[config.mk]
export PLATFORM = sky130hd
export DESIGN_NAME = gals_handshake_rx
export DESIGN_NICKNAME = d
export VERILOG_FILES = /design/src/rtl/gals_handshake_rx.sv
export SDC_FILE = /design/constraint.sdc
export NUM_CORES = 1
export LEC_CHECK = 0
export CORE_AREA = 2 2 80 120
export CTS_CLUSTER_SIZE = 40
export DETAILED_ROUTE_END_ITERATION = 8
export DIE_AREA = 0 0 82 122
export PLACE_DENSITY = 0.78
export REMOVE_ABC_BUFFERS = 1
export SYNTH_ARGS = -nofsm -noshare
export SYNTH_HDL_FRONTEND = slang
export SYNTH_SLANG_ARGS = --single-unit
export TNS_END_PERCENT = 20
[constraint.sdc]
create_clock -name clock -period 4.4 [get_ports clock]
set_clock_uncertainty 0.2 [all_clocks]
set_input_delay 0.66 -clock clock [delete_from_list [all_inputs] [get_ports clock]]
set_output_delay 0.66 -clock clock [all_outputs]
set_load 0.01 [all_outputs]
[src/rtl/gals_handshake_rx.sv]
// Consumer side of the GALS link: 4-phase req/ack receiver with a req synchronizer,
// even-parity screening and a small first-word fall-through FIFO toward the consumer.
`timescale 1ns/1ps
module gals_handshake_rx #(
    parameter int DATA_W      = 16,
    parameter int DEPTH       = 4,
    parameter int SYNC_STAGES = 2
) (
    input  logic                   clock,
    input  logic                   reset,
    input  logic                   req_in,
    input  logic [DATA_W-1:0]      data_in,
    input  logic                   parity_in,
    output logic                   ack_out,
    output logic [DATA_W-1:0]      dout,
    output logic                   dout_valid,
    input  logic                   dout_ready,
    output logic                   parity_err,
    output logic [7:0]             err_count,
    output logic [$clog2(DEPTH):0] level
);

    localparam int PTR_W = $clog2(DEPTH);
    localparam int LVL_W = PTR_W + 1;
    localparam logic [LVL_W-1:0] FULL_LVL = LVL_W'(DEPTH);

    typedef enum logic [1:0] {
        IDLE     = 2'd0,
        CAPTURE  = 2'd1,
        WAIT_LOW = 2'd2
    } state_t;

    function automatic logic parity_ok(input logic [DATA_W-1:0] d, input logic p);
        return ((^d) == p);
    endfunction

    logic [SYNC_STAGES-1:0] sync_r;
    logic                   req_s;
    state_t                 state_r;
    state_t                 state_s;
    logic                   ack_r;
    logic                   ack_s;
    logic                   push_s;
    logic                   perr_s;
    logic                   pop_s;
    logic                   full_s;
    logic [PTR_W-1:0]       wr_ptr_r;
    logic [PTR_W-1:0]       rd_ptr_r;
    logic [PTR_W-1:0]       rd_nxt_s;
    logic [LVL_W-1:0]       level_r;
    logic [LVL_W-1:0]       level_s;
    logic [DATA_W-1:0]      mem_r [DEPTH];
    logic [DATA_W-1:0]      head_r;
    logic [DATA_W-1:0]      head_s;
    logic                   valid_r;
    logic                   valid_s;
    logic                   perr_r;
    logic [7:0]             errcnt_r;

    assign req_s    = sync_r[SYNC_STAGES-1];
    assign full_s   = (level_r == FULL_LVL);
    assign pop_s    = valid_r & dout_ready;
    assign rd_nxt_s = rd_ptr_r + PTR_W'(1);

    assign ack_out    = ack_r;
    assign dout       = head_r;
    assign dout_valid = valid_r;
    assign parity_err = perr_r;
    assign err_count  = errcnt_r;
    assign level      = level_r;

    // req synchronizer; data/parity stay unsynchronized and are only sampled in CAPTURE
    always_ff @(posedge clock or negedge reset) begin
        if (!reset) begin
            sync_r <= '0;
        end else begin
            sync_r <= {sync_r[SYNC_STAGES-2:0], req_in};
        end
    end

    // handshake state and registered acknowledge
    always_ff @(posedge clock or negedge reset) begin
        if (!reset) begin
            state_r <= IDLE;
            ack_r   <= 1'b0;
        end else begin
            state_r <= state_s;
            ack_r   <= ack_s;
        end
    end

    // next-state decode; a full FIFO holds CAPTURE without ack, good or bad word alike
    always_comb begin
        state_s = state_r;
        ack_s   = ack_r;
        push_s  = 1'b0;
        perr_s  = 1'b0;
        case (state_r)
            IDLE: begin
                ack_s = 1'b0;
                if (req_s) begin
                    state_s = CAPTURE;
                end else begin
                    state_s = IDLE;
                end
            end
            CAPTURE: begin
                if (full_s) begin
                    ack_s   = 1'b0;
                    state_s = CAPTURE;
                end else begin
                    if (parity_ok(data_in, parity_in)) begin
                        push_s = 1'b1;
                    end else begin
                        perr_s = 1'b1;
                    end
                    ack_s   = 1'b1;
                    state_s = WAIT_LOW;
                end
            end
            WAIT_LOW: begin
                if (!req_s) begin
                    ack_s   = 1'b0;
                    state_s = IDLE;
                end else begin
                    ack_s   = 1'b1;
                    state_s = WAIT_LOW;
                end
            end
            default: begin
                ack_s   = 1'b0;
                state_s = IDLE;
            end
        endcase
    end

    // FIFO occupancy and head-register update (head survives the FIFO going empty)
    always_comb begin
        level_s = level_r;
        head_s  = head_r;
        case ({push_s, pop_s})
            2'b10:   level_s = level_r + LVL_W'(1);
            2'b01:   level_s = level_r - LVL_W'(1);
            default: level_s = level_r;
        endcase
        if (pop_s) begin
            if (level_r > LVL_W'(1)) begin
                head_s = mem_r[rd_nxt_s];
            end else if (push_s) begin
                head_s = data_in;
            end else begin
                head_s = head_r;
            end
        end else if (push_s && (level_r == '0)) begin
            head_s = data_in;
        end else begin
            head_s = head_r;
        end
        valid_s = (level_s != '0);
    end

    // FIFO storage, pointers and consumer-facing registers
    always_ff @(posedge clock or negedge reset) begin
        if (!reset) begin
            for (int i = 0; i < DEPTH; i++) begin
                mem_r[i] <= '0;
            end
            wr_ptr_r <= '0;
            rd_ptr_r <= '0;
            level_r  <= '0;
            head_r   <= '0;
            valid_r  <= 1'b0;
        end else begin
            if (push_s) begin
                mem_r[wr_ptr_r] <= data_in;
                wr_ptr_r        <= wr_ptr_r + PTR_W'(1);
            end
            if (pop_s) begin
                rd_ptr_r <= rd_nxt_s;
            end
            level_r <= level_s;
            head_r  <= head_s;
            valid_r <= valid_s;
        end
    end

    // rejected-word pulse and saturating error counter
    always_ff @(posedge clock or negedge reset) begin
        if (!reset) begin
            perr_r   <= 1'b0;
            errcnt_r <= 8'd0;
        end else begin
            perr_r <= perr_s;
            if (perr_s && (errcnt_r != 8'hFF)) begin
                errcnt_r <= errcnt_r + 8'd1;
            end
        end
    end

endmodule
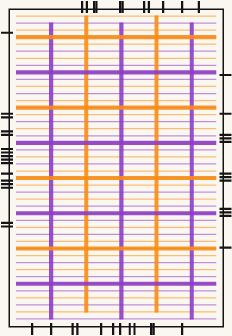
floorplan.png
Pins as bars on the die edge.
[VDD] orange
[VSS] purple
met1 rails: 44
met4 straps: 5
signal pins: 51
rows: 43

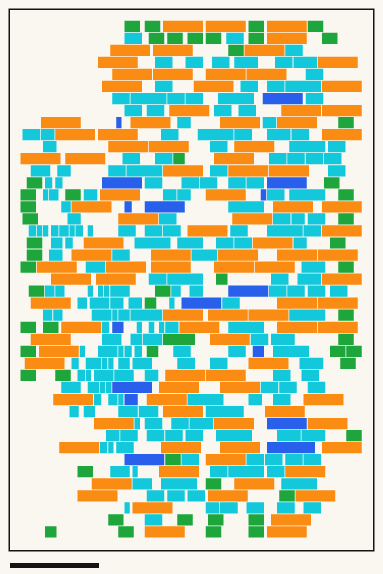
class_map.png
Bar = 20 µm.
[clock drivers and dummy loads] blue | cells: 16
[remaining logic cells] cyan | cells: 216
[registers] orange | cells: 102
[remaining buffers and delay cells] green | cells: 55

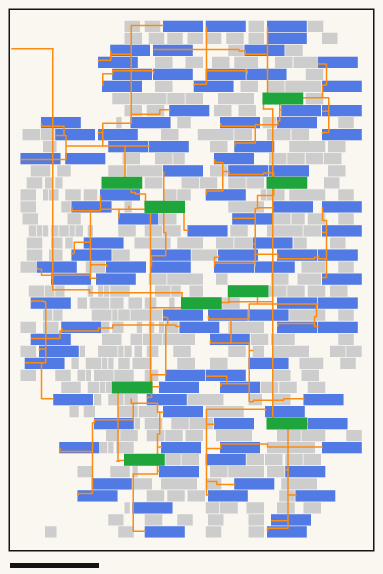
clock_wires.png
Bar = 20 µm.
[clock-net drivers] green | count: 9
[clock wires] orange | length: 1170 µm
[flip-flops] blue | count: 102
flops lie: all over the die
routed clock nets: 10

==> results.txt <==
Hold_buf cts: 0
RR Endpoint: dout[3]$_DFFE_PN0P_
Post-cts sizing count: 0
Worst Setup End Kind: register
Core area: 9040 µm²
Worst-margin pin slew: 1040 ps
Clk_lat worst skew: 340 ps
Fmax: 263 MHz
Cell count after synthesis: 328
Root Buffer: clkbuf_16
Pins Over Slew Limit: 0
Tool warnings: 36
Hold depth: 0
Hold_sp: sync_r[0]$_DFF_PN0_
Placed Area: 5580 µm²
First-pass GRT wire length: 15100 µm
Critical path data arrival time: 3830 ps
Post-synth EDFFs: 0
R2r startpoint: level[0]$_DFF_PN0_
Largest net degree at the start of global routing: 85
Row count: 43
Synthesized registers: 102
Max VDD drop: 0.337 mV
Htree depth: 3
HP Class: reg -> reg
Postcts setup bufs: 0
Post-layout period usage: 0.863
Power Density: 724 nW/µm²
YS chip area: 4970 µm²
Routed vias/inst: 5.62
Grt ovf: 0
Fin worst setup slack: 602 ps
Pleak: 2.61 nW
Total wire length: 9270 µm
NumNets Final: 421
Outcome: finished clean
Placement Setup Slack: 236 ps
Largest area contributor in the netlist: dfrtp_1
Max clock buf depth: 2
Ys Warns: 0
Endpoints failing setup: 0
Startpoint Class: input port
Routability cong.: 0.752
CP max FO: 16
Initial antenna violation count: 0
Register-to-Register Path Depth: 12
Top area cell types: dfrtp_1 (51%), mux2_2 (20%), mux4_2 (7.2%)
Sequential-to-total area share from yosys stat: 0.513
Max-cap violations: 0
Reg-to-reg slack, setup: 1030 ps
Unrepaired setup endpoints after global routing: no
WS Path Type: in -> reg
DP HPWL: 6120 µm
Drt drc: 0
Most common reg cell: dfrtp_1
Top cells by count: dfrtp_1 (102), mux2_2 (87), ha_1 (16), mux4_2 (16), xnor2_1 (13)
DR iter-0 viols: 160
Final Cell Area: 5870 µm²
DR pass1 iterations: 4
Post-DRT Antenna Nets: 0
Synth Area per Inst: 15.2 µm²
Overall Global Routing Usage: 0.205
Via count: 2818
Synth cell types: 42
Routed wire per std cell: 18.5 µm
Reg clk slew, reported paths: 70 ps
Setup TNS: 0 ps
CP required: 4430 ps
IO Pins: 51
FILL cells: 662
Layout Area Growth over Synthesis: 18.0%
Ys cells: 328
Die height: 122 µm
Asr flop ratio synth: 1.00
Slew HR: 0.304
Post-layout minimum cycle time: 3800 ps
FP Util: 0.550
Die W: 82 µm
Antenna cells: 0
Vias in the first global route: 3064
IO Port Bufs: 50
Top-area cell type share of the netlist area: 0.513
Most frequent cell after synthesis: dfrtp_1
Mapped cell area: 4970 µm²
CTS tree: yes
Final hold vios: 0
Hold Path Sink: sync_r[1]$_DFF_PN0_
Ratio of cells with drive above 1 in the final layout: 0.365
DIE AREA: 10000 µm²
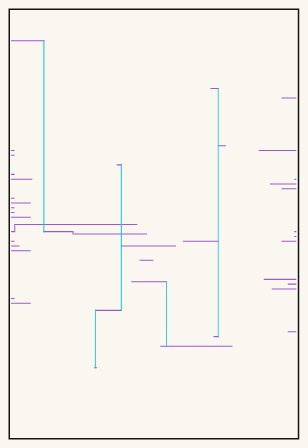
layers.png
Two of the layers only.
[M4] cyan | wire length: 201 µm
[M3] purple | wire length: 234 µm

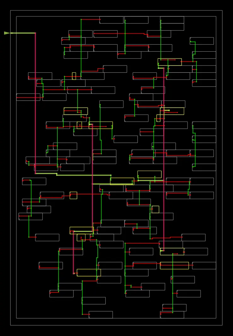
clock_nets.png
Num CTS Buffers: 9
Clock Sinks: 102

==> flip-flops by register name (all words and copies together), names as in the netlist <==
signal      cells
mem_r          64
sync_r          2
parity_err      1
rd_ptr_r        2
wr_ptr_r        2
dout           16
dout_valid      1
err_count       8
ack_out         1
state_r         2
level           3
==> metal layers <==
layer  global-route usage  up-vias  share of wire
li1                     -     1294              -
met1                0.252     1467           0.43
met2                0.353       44           0.53
met3               0.0311       13          0.025
met4               0.0906        0          0.022
met5                    0        -              0
==> worst max-delay path: stages <==
cell	delay, ps
clkdlybuf4s50_1	600
xor2_1	170
xnor3_1	460
xnor2_2	330
mux2i_4	300
inv_1	80
ha_1	220
o21ai_0	90
nand4b_1	180
o22ai_4	180
buf_12	200
mux2_2	350
==> cell families (layout without fill, tap and decap cells) <==
logic type,Yosys count,count (layout),share of synthesized area
multiplexers,115,115,0.306
AND/OR/NAND/NOR,35,35,0.0398
adder cells (fa/ha/maj),16,16,0.0403
AND-OR/OR-AND,17,17,0.0242
buffers and inverters,20,81,0.0244
XOR/XNOR,23,23,0.0521
flip-flops,102,102,0.513
==> through the flow <==
step,instances,hold slack (ps),power (mW),util
floorplan,318,131,2.85,-
global placement,485,135,3.43,0.617
detailed placement,485,136,3.50,0.617
CTS,501,151,4.30,0.649
global route,501,171,4.51,0.649
finish,501,150,4.25,0.649
==> layout by cell type (no fill, tap or decap), drive strengths merged, types with 5 or more instances in the layout <==
| cell type | synthesis | layout |
|---|---|---|
| dfrtp | 102 | 102 |
| clkdlybuf4s50 | 0 | 49 |
| xor2 | 5 | 5 |
| xnor2 | 15 | 15 |
| mux2 | 97 | 97 |
| clkbuf | 4 | 11 |
| buf | 6 | 6 |
| nand2 | 13 | 13 |
| mux4 | 16 | 16 |
| ha | 16 | 16 |
| nor2 | 6 | 6 |
| o21ai | 6 | 6 |
| inv | 10 | 11 |
==> power breakdown <==
group          switching (mW)  internal [mW]  leakage [nW]
combinational           0.664           1.09          1.21
clock                   0.344          0.443         0.136
sequential              0.326           1.38          1.26
total                    1.33           2.92          2.61
==> how the worst max path moves through the flow <==
stage / from / end
after floorplan: data_in[7] / dout[1]$_DFFE_PN0P_
after global placement: data_in[6] / dout[2]$_DFFE_PN0P_
after detailed placement: data_in[6] / dout[3]$_DFFE_PN0P_
after CTS: data_in[7] / dout[3]$_DFFE_PN0P_
after global routing: data_in[7] / dout[2]$_DFFE_PN0P_
final: data_in[7] / dout[3]$_DFFE_PN0P_
==> final cells by class <==
cell class	count	area [µm²]	area share
inverters	10	37.5	0.00640
clock buffers	11	233	0.0397
well taps	112	140	0.0239
flip-flops and latches	102	2550	0.435
clock inverters	5	58.8	0.0100
multi-input cells	206	2300	0.392
repair buffers	55	548	0.0934
Power is estimated from default activity; no workload was simulated.
